==> run_1/placement.png <==
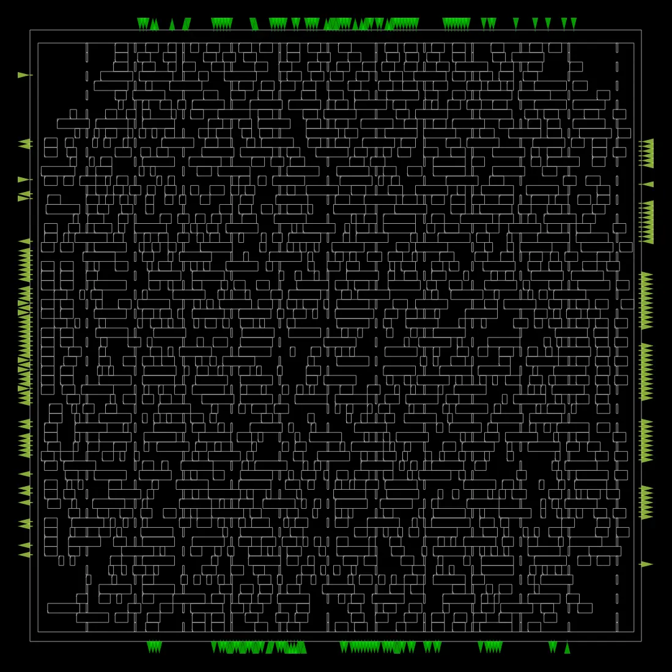
==> run_1/power_grid.png <==
Scale bar: 50 um. Pins as bars on the die edge. Tap cells in grey.
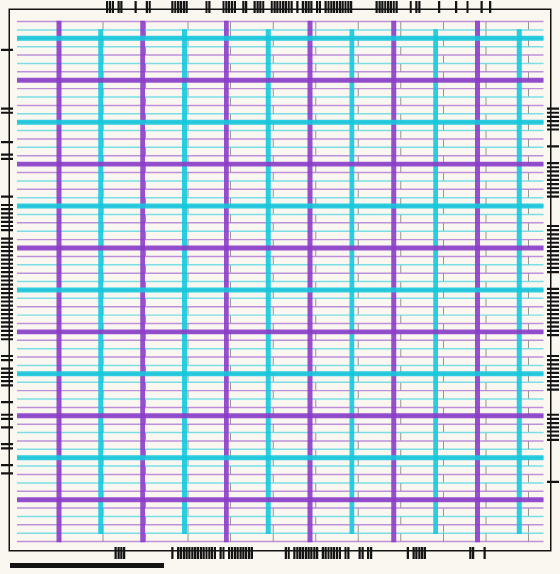
==> run_1/io_fan.png <==
Scale bar: 50 um.
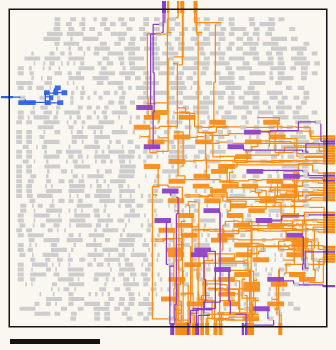
<file path="config.mk">
export PLATFORM = sky130hd
export DESIGN_NAME = cipher_entry_fsm
export DESIGN_NICKNAME = d
export VERILOG_FILES = /design/src/rtl/cipher_entry_fsm.sv
export SDC_FILE = /design/constraint.sdc
export NUM_CORES = 1
export LEC_CHECK = 0
export CAP_MARGIN = 5
export CELL_PAD_IN_SITES_DETAIL_PLACEMENT = 2
export CELL_PAD_IN_SITES_GLOBAL_PLACEMENT = 2
export CORE_MARGIN = 2
export CORE_UTILIZATION = 34
export DETAILED_ROUTE_END_ITERATION = 10
export GPL_ROUTABILITY_DRIVEN = 0
export HOLD_SLACK_MARGIN = 0.05
export PLACE_DENSITY_LB_ADDON = 0.1
export SYNTH_ARGS = -nofsm -noshare
export SYNTH_HDL_FRONTEND = slang
export SYNTH_SLANG_ARGS = --single-unit
</file>
<file path="constraint.sdc">
create_clock -name clk -period 13.8 [get_ports clk]
set_input_delay 1.38 -clock clk [delete_from_list [all_inputs] [get_ports clk]]
set_output_delay 1.38 -clock clk [all_outputs]
set_load 0.05 [all_outputs]
</file>
<file path="src/rtl/cipher_entry_fsm.sv">
// Front-end controller for a cipher core: collects key and value chunk by chunk
// from switches and buttons, launches the core and exposes its result on a hex display.
module cipher_entry_fsm #(
  parameter int CHUNK_W    = 16,
  parameter int NUM_CHUNKS = 4,
  localparam int DATA_W    = CHUNK_W * NUM_CHUNKS,
  localparam int SEL_W     = (NUM_CHUNKS > 1) ? $clog2(NUM_CHUNKS) : 1
) (
  input  logic              clk,
  input  logic              rst,
  input  logic [CHUNK_W-1:0] user_input,
  input  logic              send_data,
  input  logic              back_n,
  input  logic              change_state,
  input  logic              encr_go,
  input  logic              mode,
  input  logic [SEL_W-1:0]  select_disp,
  output logic              core_start,
  output logic              core_mode,
  output logic [DATA_W-1:0] core_key,
  output logic [DATA_W-1:0] core_data,
  input  logic              core_done,
  input  logic [DATA_W-1:0] core_result,
  output logic [CHUNK_W-1:0] disp,
  output logic [SEL_W-1:0]  chunk_idx,
  output logic              key_led,
  output logic              val_led,
  output logic              busy,
  output logic              result_valid
);

  localparam logic [2:0] S_IDLE      = 3'd0;
  localparam logic [2:0] S_KEY_ENTRY = 3'd1;
  localparam logic [2:0] S_KEY_SHOW  = 3'd2;
  localparam logic [2:0] S_VAL_ENTRY = 3'd3;
  localparam logic [2:0] S_VAL_SHOW  = 3'd4;
  localparam logic [2:0] S_ARMED     = 3'd5;
  localparam logic [2:0] S_RUN       = 3'd6;
  localparam logic [2:0] S_RESULT    = 3'd7;

  logic [2:0]         state_q, state_d;
  logic [DATA_W-1:0]  key_q, key_d;
  logic [DATA_W-1:0]  val_q, val_d;
  logic [DATA_W-1:0]  res_q, res_d;
  logic [SEL_W-1:0]   idx_q, idx_d;
  logic [CHUNK_W-1:0] disp_q, disp_d;
  logic               start_q, start_d;
  logic               mode_q, mode_d;
  logic [3:0]         btn_hist_q;

  logic [3:0] btn_now;
  logic [3:0] press;
  logic       send_p, back_p, chg_p, go_p;
  logic       last_chunk;

  // Buttons idle high; a press is the 1 -> 0 transition seen against last cycle.
  assign btn_now    = {send_data, back_n, change_state, encr_go};
  assign press      = btn_hist_q & ~btn_now;
  assign send_p     = press[3];
  assign back_p     = press[2];
  assign chg_p      = press[1];
  assign go_p       = press[0];
  assign last_chunk = (int'(idx_q) == NUM_CHUNKS - 1);

  // Chunk 0 occupies the most significant bits of the assembled word.
  function automatic logic [DATA_W-1:0] put_chunk(input logic [DATA_W-1:0] d,
                                                  input logic [SEL_W-1:0]  i,
                                                  input logic [CHUNK_W-1:0] v);
    logic [DATA_W-1:0] r;
    r = d;
    for (int k = 0; k < NUM_CHUNKS; k++) begin
      if (int'(i) == k) r[DATA_W-1-k*CHUNK_W -: CHUNK_W] = v;
    end
    return r;
  endfunction

  // Display select counts from the least significant chunk; out-of-range shows 0.
  function automatic logic [CHUNK_W-1:0] get_chunk(input logic [DATA_W-1:0] d,
                                                   input logic [SEL_W-1:0]  s);
    logic [CHUNK_W-1:0] r;
    r = '0;
    for (int k = 0; k < NUM_CHUNKS; k++) begin
      if (int'(s) == k) r = d[k*CHUNK_W +: CHUNK_W];
    end
    return r;
  endfunction

  always_comb begin
    state_d = state_q;
    key_d   = key_q;
    val_d   = val_q;
    res_d   = res_q;
    idx_d   = idx_q;
    start_d = 1'b0;
    mode_d  = mode_q;
    disp_d  = '0;
    case (state_q)
      S_IDLE: begin
        key_d   = '0;
        val_d   = '0;
        idx_d   = '0;
        state_d = S_KEY_ENTRY;
      end
      S_KEY_ENTRY, S_VAL_ENTRY: begin
        disp_d = user_input;
        if (send_p) begin
          if (state_q == S_KEY_ENTRY) key_d = put_chunk(key_q, idx_q, user_input);
          else                        val_d = put_chunk(val_q, idx_q, user_input);
          if (last_chunk) begin
            idx_d   = '0;
            state_d = (state_q == S_KEY_ENTRY) ? S_KEY_SHOW : S_VAL_SHOW;
          end else begin
            idx_d = idx_q + SEL_W'(1'b1);
          end
        end else if (back_p && idx_q != '0) begin
          idx_d = idx_q - SEL_W'(1'b1);
        end
      end
      S_KEY_SHOW: begin
        disp_d = get_chunk(key_q, select_disp);
        if (chg_p) state_d = S_VAL_ENTRY;
      end
      S_VAL_SHOW: begin
        disp_d = get_chunk(val_q, select_disp);
        if (chg_p) state_d = S_ARMED;
      end
      S_ARMED: begin
        if (go_p) begin
          mode_d  = mode;
          start_d = 1'b1;
          state_d = S_RUN;
        end
      end
      S_RUN: begin
        if (core_done) begin
          res_d   = core_result;
          state_d = S_RESULT;
        end
      end
      S_RESULT: begin
        disp_d = get_chunk(res_q, select_disp);
        if (go_p) begin
          state_d = S_IDLE;
        end else if (chg_p) begin
          idx_d   = '0;
          state_d = S_VAL_ENTRY;
        end
      end
      default: state_d = S_IDLE;
    endcase
  end

  always_ff @(posedge clk or posedge rst) begin
    if (rst) begin
      state_q    <= S_IDLE;
      key_q      <= '0;
      val_q      <= '0;
      res_q      <= '0;
      idx_q      <= '0;
      disp_q     <= '0;
      start_q    <= 1'b0;
      mode_q     <= 1'b0;
      btn_hist_q <= 4'hF;
    end else begin
      state_q    <= state_d;
      key_q      <= key_d;
      val_q      <= val_d;
      res_q      <= res_d;
      idx_q      <= idx_d;
      disp_q     <= disp_d;
      start_q    <= start_d;
      mode_q     <= mode_d;
      btn_hist_q <= btn_now;
    end
  end

  assign core_start   = start_q;
  assign core_mode    = mode_q;
  assign core_key     = key_q;
  assign core_data    = val_q;
  assign disp         = disp_q;
  assign chunk_idx    = idx_q;
  assign key_led      = (state_q == S_KEY_SHOW);
  assign val_led      = (state_q == S_VAL_SHOW);
  assign busy         = (state_q == S_RUN);
  assign result_valid = (state_q == S_RESULT);

endmodule
</file>
==> out/qor.yml, run 1 <==
run_status:
  status: "completed"
routing:
  postRouteAntennaNets: 0
  routedWlPerCell_um: 25.0
  vias: 8065
  met2_length_mm: 17.8
  dr_wl_met3_mm: 1.56
  vias_per_cell: 5.37
  top_layer: "met4"
  drc: 0
synth:
  ys_async_sr_fraction: 1.00
  muxShareOfSynthArea: 0.174
  synthCells: 888
  simple_gate_area_frac: 0.110
  top_area_cell: "dfrtp_1"
  synth_nets: 982
  top_cells_by_area: "dfrtp_1 54%, mux2_2 11%, mux2i_1 6.4%"
  avgSynthCellArea_sq_um: 11.2
  common_cells: "215 x dfrtp_1, 134 x nand2_1, 106 x o21ai_0"
  yosys_cells: 888
  yosys.area_share.aoi: 0.123
  ff_type: "dfrtp_1"
  synth_top_area_share: 0.541
worst_hold_path:
  hp-class: "reg -> reg"
  hold_end: "core_key[54]$_DFFE_PP0P_"
  min-delay-start: "core_key[54]$_DFFE_PP0P_"
floorplan:
  taps: 384
  fp_util: 0.346
final_layout:
  final_common_cell: "clkdlybuf4s50_1"
  final_area_sq_mm: 0.0135
  layout_top_cells: "240 x clkdlybuf4s50_1, 215 x dfrtp_1, 133 x nand2_1"
  drive_gt1_frac: 0.154
  finish.utilization: 0.468
  nClkBuffers: 38
  logic_area_sq_mm: 0.00413
  clock_area_frac: 0.0622
  seq_area_sq_mm: 0.00549
  area_growth_pct: 35.3
  n_antenna_cell: 0
  buffers: 253
global_routing:
  met3_usage: 0.0342
  top_usage_layer: "met2"
  grt_pass1_vias: 8792
  grt_use_met1: 0.353
  gr-total-overflow: 0
  antenna_found_initial: 0
  grt_pass1_wl_mm: 57.2
worst_setup_path:
  slowest_stage: "clkdlybuf4s50_1"
  r2r-start: "state_q[0]$_DFFE_PP0P_"
  max_stage_delay_ns: 0.83
  path_cells: "buf_4 -> inv_1 -> and3_1 -> clkdlybuf4s50_1"
  crit_cells: 4
  crit_fanout: 48
  arrival_ns: 2.59
  cp-start-kind: "flip-flop"
  critPathCapture: "busy"
  critPathLaunch: "state_q[0]$_DFFE_PP0P_"
power_and_ir_drop:
  p_int_w: 0.00181
  p_per_area_mw_per_mm2: 252
  seq_power_share: 0.324
  powerClk_w: 0.000684
  seq_power_w: 0.00110
  comb_power_w: 0.00161
  pwr-share-clk: 0.202
clocking:
  clock_latency_ns: 0.53
  clock-sinks: 219
  clock_path_buffers: 3
  cts_setup_buffers: 0
  cts_root_buf: "clkbuf_16"
placement:
  pre_cts_ws_ns: 9.71
  post-place-cells: 1458
  dpl-instance-area_sq_mm: 0.0126
final_timing:
  tightestPinTransition_ns: 1.11
  setup_ws_ns: 9.83
  whs_ns: 0.502
  grt_setup_unrepaired: "false"
  hold_violations: 0
  period_needed_ns: 3.97
  finalSetupTns_ns: 0
  setup_violations: 0
  max_freq_ghz: 0.252
  drv_slew: 0
job:
  cap_violations: 0
Notes on placement.png above:
core outline area: 0.0288 sq mm
flop share of the area: 0.407
fillcell total: 2887
seq_cells: 219

Notes on power_grid.png above:
Cyan stands for VDD. Purple stands for VSS.
63 met1 rails follow the rows. 12 straps on met4. The core has 62 rows. 242 signal pins sit on the boundary.
Die Y: 175 um
peak supply drop: 0.165 mV
die width: 175 um

Notes on io_fan.png above:
Orange stands for core_key, bits 64, direction output, end cells 64, wire 4280 um. Purple stands for disp, bits 16, direction output, end cells 16, wire 774 um. Blue stands for send_data, bits 1, direction input, end cells 8, wire 48.8 um.
number of port buffers: 241
I/O Pins: 242

==> run_1/flops_by_reg.png <==
Scale bar: 50 um. Other sequential cells in the stronger grey, the rest of the logic in the fainter grey.
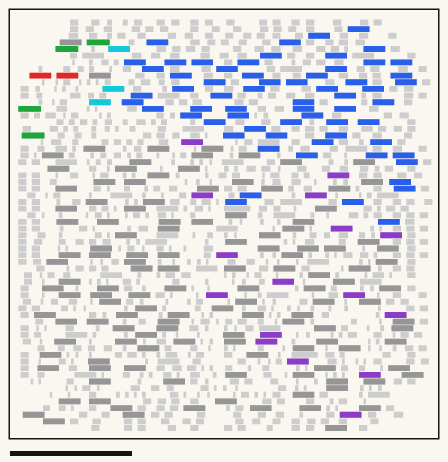

## Run 2: what changed since run 1
--- a/config.mk
+++ b/config.mk
@@ -9,7 +9,7 @@
 export CELL_PAD_IN_SITES_DETAIL_PLACEMENT = 2
 export CELL_PAD_IN_SITES_GLOBAL_PLACEMENT = 2
 export CORE_MARGIN = 2
-export CORE_UTILIZATION = 34
+export CORE_UTILIZATION = 32
 export DETAILED_ROUTE_END_ITERATION = 10
 export GPL_ROUTABILITY_DRIVEN = 0
 export HOLD_SLACK_MARGIN = 0.05
==> constraint.sdc (replaced) <==
create_clock -name clk -period 4 [get_ports clk]
set_input_delay 0.4 -clock clk [delete_from_list [all_inputs] [get_ports clk]]
set_output_delay 0.4 -clock clk [all_outputs]
set_load 0.05 [all_outputs]
==> run_2/flops_by_reg.png <==
Scale bar: 50 um. Other sequential cells in the stronger grey, the rest of the logic in the fainter grey.
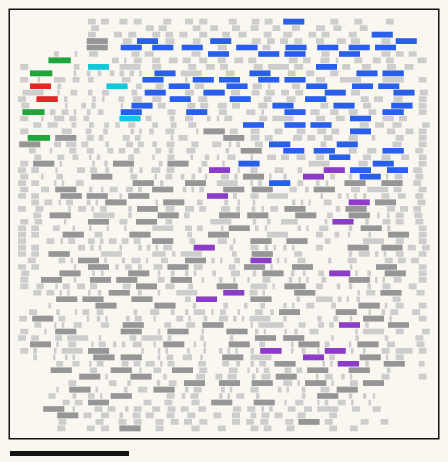
Red stands for chunk_idx, sequential cells 2. Purple stands for disp, sequential cells 16. Blue stands for res_q, sequential cells 64. Green stands for btn_hist_q, sequential cells 4, where north-west. Cyan stands for state_q, sequential cells 3.
Another 130 sequential cells are not coloured.
Power Sequential: 0.00374 W
post-layout util: 0.443
FF+latch area: 0.00549 sq mm
flop share of the area: 0.405

==> run_2/power_grid.png <==
Scale bar: 50 um. Pins as bars on the die edge. Tap cells in grey.
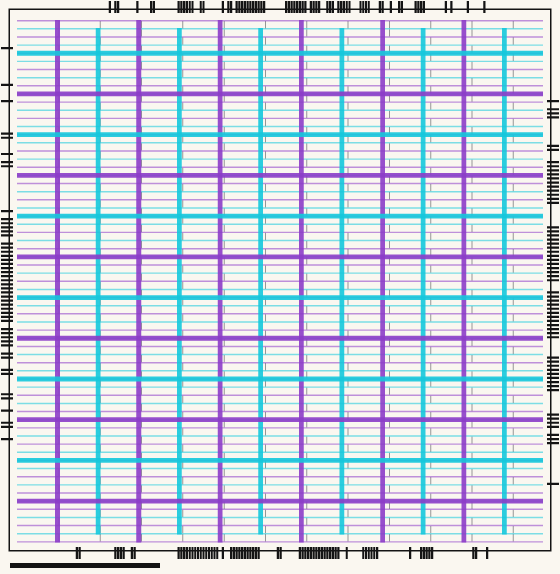
Die Y: 180 um
core outline area: 0.0306 sq mm

==> out/qor.yml, run 2 <==
synth:
  avgSynthCellArea_sq_um: 11.2
  synth_nets: 982
  synth_flops: 219
  synth_top_area_share: 0.541
  netlist_area_sq_mm: 0.00995
  ys_types: 44
  top_cell: "dfrtp_1"
  synthCells: 888
  adder_share: 0.00503
  yosys-stat-area_sq_mm: 0.00995
  ff_type: "dfrtp_1"
  ys_warn_count: 0
  ys_async_sr_fraction: 1.00
  muxShareOfSynthArea: 0.174
  synth_seq_share: 0.551
  top_area_cell: "dfrtp_1"
  top_cells_by_area: "dfrtp_1 54%, mux2_2 11%, mux2i_1 6.4%"
  synth_xor_xnor_area_share: 0.00176
  common_cells: "215 x dfrtp_1, 134 x nand2_1, 106 x o21ai_0"
  yosys_cells: 888
  logic_family: "multiplexers"
  yosys.area_share.aoi: 0.123
  simple_gate_area_frac: 0.110
placement:
  port_buffers: 241
  dpl.hpwl_mm: 28.1
  pre_cts_ws_ns: 1.32
  dpl-instance-area_sq_mm: 0.0127
  post-place-cells: 1476
final_layout:
  nClkBuffers: 43
  logic_gate_count: 597
  clock_area_frac: 0.0602
  comb_area_frac: 0.305
  logic_area_sq_mm: 0.00413
  n_antenna_cell: 0
  buffers: 259
  largestClassByArea: "registers"
  fill_cells: 3190
  final_common_cell: "clkdlybuf4s50_1"
  flop-count: 219
  n_all_inverters: 5
  final_area_sq_mm: 0.0135
  area_growth_pct: 36.1
  drive_gt1_frac: 0.156
  final-nonclk-buf-share: 0.192
  layout_top_cells: "240 x clkdlybuf4s50_1, 215 x dfrtp_1, 133 x nand2_1"
  fin_nets: 1202
final_timing:
  hold_violations: 0
  finalSetupTns_ns: 0
  max_freq_ghz: 0.329
  tightestPinTransition_ns: 0.983
  setup_violations: 0
  grt_setup_unrepaired: "false"
  slew_headroom: 0.341
  period_needed_ns: 3.04
  drv_slew: 0
  skew_ns: 0.0166
  period_used_share: 0.759
  setup_ws_ns: 0.963
  whs_ns: 0.318
clocking:
  clock_path_buffers: 3
  htreeDepth: 1
  cts_tree: "done"
  cts_root_buf: "clkbuf_16"
  clock_latency_ns: 0.54
  cts_setup_buffers: 0
  hold_buffers: 0
  cts_buffers: 26
  clock-sinks: 219
  clk_pin_slew_ns: 0.06
  cts_resized: 0
power_and_ir_drop:
  p_switching_w: 0.00548
  comb_power_w: 0.00563
  p_leak_nw: 6.14
  p_per_area_mw_per_mm2: 861
  finalPower_w: 0.0117
  power-top-group: "combinational cells"
  p_comb_frac: 0.482
  peakVddDrop_mv: 0.405
  powerClk_w: 0.00230
  p_int_w: 0.00618
  pwr-share-clk: 0.197
  seq_power_share: 0.321
  p_sw_frac: 0.470
routing:
  postRouteAntennaNets: 0
  vias: 8055
  wl_met1_mm: 17.8
  met2_length_mm: 18.6
  drt-initial-drc-count: 533
  wl_mm: 38.5
  drt_pass1_iterations: 6
  dr_wl_met3_mm: 1.59
  routedWlPerCell_um: 25.3
  top_layer: "met4"
  drc: 0
  vias_per_cell: 5.29
worst_hold_path:
  min-delay-start: "back_n"
  hold-path-cell-count: 1
  hp-class: "in -> reg"
  hold_end: "btn_hist_q[2]$_DFF_PP1_"
worst_setup_path:
  rr_worst_depth: 5
  arrival_ns: 2.64
  rr_endpoint: "core_data[6]$_DFFE_PP0P_"
  crit_cells: 2
  crit_family: "buffers and inverters"
  r2r_setup_slack_ns: 1.31
  r2r-start: "state_q[0]$_DFFE_PP0P_"
  critPathBufInv: 1
  max_stage_delay_ns: 0.88
  cp-start-kind: "flip-flop"
  path_cells: "nor3b_1 -> clkdlybuf4s50_1"
  crit_fanout: 21
  worstPathRequired_ns: 3.60
  critPathCapture: "key_led"
  end_kind: "primary output"
  slowest_stage: "clkdlybuf4s50_1"
  critPathLaunch: "state_q[1]$_DFFE_PP0P_"
floorplan:
  die_w_um: 180
  io_pins: 242
  chipArea_sq_mm: 0.0325
  rows: 64
  taps: 396
  fp_util: 0.325
global_routing:
  gr-total-overflow: 0
  grt_max_degree: 73
  grt_use_total: 0.233
  top_usage_layer: "met2"
  grt_pass1_vias: 8803
  grt_pass1_wl_mm: 58.0
  met3_usage: 0.0273
  antenna_found_initial: 0
  use_met2: 0.386
  grt_use_met1: 0.335
run_status:
  status: "completed"
job:
  warnings: 29
  cap_violations: 0
==> run_2/io_fan.png <==
Scale bar: 50 um.
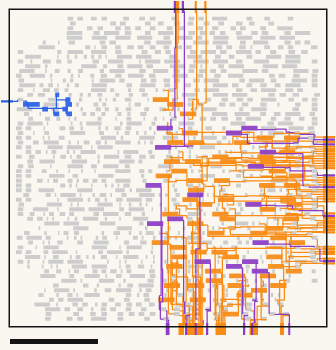

## Run 3: what changed since run 2
--- a/config.mk
+++ b/config.mk
@@ -9,7 +9,7 @@
 export CELL_PAD_IN_SITES_DETAIL_PLACEMENT = 2
 export CELL_PAD_IN_SITES_GLOBAL_PLACEMENT = 2
 export CORE_MARGIN = 2
-export CORE_UTILIZATION = 32
+export CORE_UTILIZATION = 29
 export DETAILED_ROUTE_END_ITERATION = 10
 export GPL_ROUTABILITY_DRIVEN = 0
 export HOLD_SLACK_MARGIN = 0.05
==> constraint.sdc (replaced) <==
create_clock -name clk -period 2.7 [get_ports clk]
set_input_delay 0.27 -clock clk [delete_from_list [all_inputs] [get_ports clk]]
set_output_delay 0.27 -clock clk [all_outputs]
set_load 0.05 [all_outputs]
==> run_3/io_fan.png <==
Scale bar: 50 um.
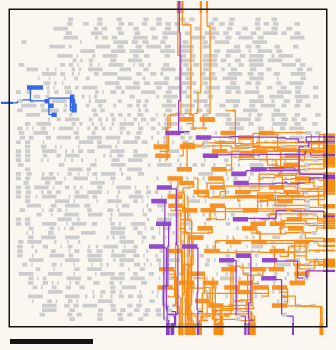
Purple stands for disp, bits 16, direction output, end cells 16, wire 922 um. Orange stands for core_key, bits 64, direction output, end cells 64, wire 3870 um. Blue stands for send_data, bits 1, direction input, end cells 8, wire 64.7 um.

==> run_3/placement.png <==
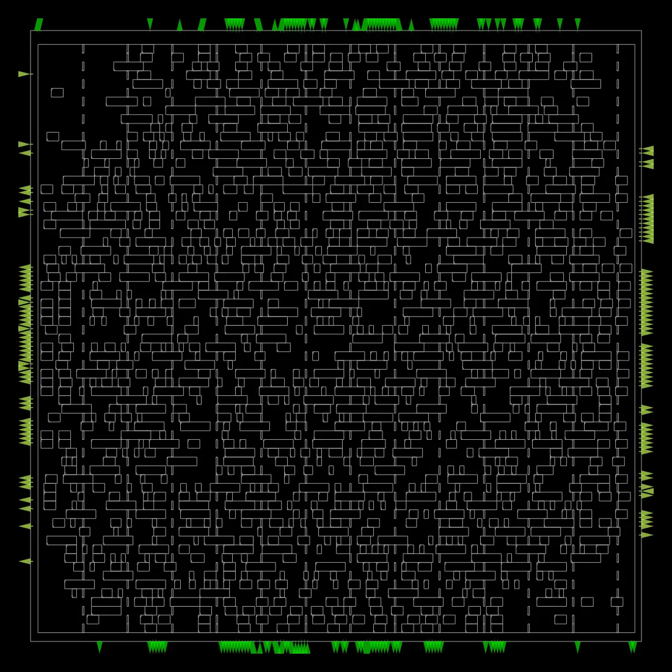
fillcell total: 3561
Tap Cells: 448

==> out/qor.yml, run 3 <==
synth:
  top_cells_by_area: "dfrtp_1 54%, mux2_2 11%, mux2i_1 6.4%"
  yosys.area_share.aoi: 0.123
  simple_gate_area_frac: 0.110
  logic_family: "multiplexers"
  synth_nets: 982
  ys_warn_count: 0
  synthCells: 888
  synth_flops: 219
  adder_share: 0.00503
  ff_type: "dfrtp_1"
  synth_xor_xnor_area_share: 0.00176
  yosys_cells: 888
  synth_seq_share: 0.551
  netlist_area_sq_mm: 0.00995
  muxShareOfSynthArea: 0.174
  common_cells: "215 x dfrtp_1, 134 x nand2_1, 106 x o21ai_0"
  ys_types: 44
  top_cell: "dfrtp_1"
  ys_async_sr_fraction: 1.00
  synth_top_area_share: 0.541
final_layout:
  nClkBuffers: 42
  n_all_inverters: 5
  seq_area_frac: 0.397
  final_area_sq_mm: 0.0138
  logic_gate_count: 597
  area_growth_pct: 38.9
  logic_area_sq_mm: 0.00413
  comb_area_frac: 0.299
  final_common_cell: "clkdlybuf4s50_1"
  buffers: 272
  finish.utilization: 0.410
  layout_top_cells: "236 x clkdlybuf4s50_1, 215 x dfrtp_1, 133 x nand2_1"
  n_antenna_cell: 0
  drive_gt1_frac: 0.175
  seq_area_sq_mm: 0.00549
  largestClassByArea: "registers"
  flop-count: 219
  clock_area_frac: 0.0643
  fin_nets: 1216
routing:
  vias: 8000
  met2_length_mm: 17.5
  drt-initial-drc-count: 352
  vias_per_cell: 5.03
  drc: 0
  postRouteAntennaNets: 0
  wl_mm: 38.6
  routedWlPerCell_um: 24.3
  top_layer: "met4"
  dr_wl_met3_mm: 2.13
  drt_pass1_iterations: 4
  wl_met1_mm: 18.5
worst_setup_path:
  arrival_ns: 1.86
  crit_fanout: 14
  crit_cells: 3
  rr_worst_depth: 5
  path_cells: "inv_1 -> and3_1 -> buf_4"
  cp-start-kind: "flip-flop"
  critPathBufInv: 2
  r2r_setup_slack_ns: 0.61
  max_stage_delay_ns: 0.63
  end_kind: "primary output"
  worstPathRequired_ns: 2.43
  r2r-start: "state_q[0]$_DFFE_PP0P_"
  rr_endpoint: "res_q[21]$_DFFE_PP0P_"
  slowest_stage: "dfrtp_1"
  critPathCapture: "busy"
global_routing:
  grt_max_degree: 104
  gr-total-overflow: 0
  grt_pass1_wl_mm: 58.0
  antenna_found_initial: 0
  use_met2: 0.337
  top_usage_layer: "met2"
worst_hold_path:
  hold-path-cell-count: 1
  hp-class: "in -> reg"
  hold_end: "btn_hist_q[2]$_DFF_PP1_"
clocking:
  clock_latency_ns: 0.54
  cts_tree: "done"
  hold_buffers: 1
  cts_setup_buffers: 0
  htreeDepth: 1
  cts_buffers: 27
  cts_resized: 0
  clock-sinks: 219
  cts_root_buf: "clkbuf_16"
  clk_pin_slew_ns: 0.06
power_and_ir_drop:
  p_sw_frac: 0.463
  peakVddDrop_mv: 0.542
  power-top-group: "combinational cells"
  finalPower_w: 0.0176
  p_per_area_mw_per_mm2: 1270
  p_comb_frac: 0.482
  p_switching_w: 0.00814
  powerClk_w: 0.00362
  seq_power_w: 0.00548
  comb_power_w: 0.00847
  seq_power_share: 0.312
  p_int_w: 0.00943
  p_leak_nw: 6.26
  pwr-share-clk: 0.206
floorplan:
  core_region_area_sq_mm: 0.0337
  io_pins: 242
  chipArea_sq_mm: 0.0358
  die_w_um: 189
  die_height_um: 189
  fp_util: 0.295
placement:
  port_buffers: 241
  post-place-cells: 1540
  dpl-instance-area_sq_mm: 0.0129
  dpl.hpwl_mm: 28.0
  pre_cts_ws_ns: 0.559
job:
  warnings: 32
  cap_violations: 0
final_timing:
  period_needed_ns: 2.13
  tightestPinTransition_ns: 0.675
  setup_ws_ns: 0.575
  skew_ns: 0.0230
  max_freq_ghz: 0.471
  whs_ns: 0.194
  drv_slew: 0
  slew_headroom: 0.550
  period_used_share: 0.787
run_status:
  status: "completed"
Power is estimated from default activity; no workload was simulated.
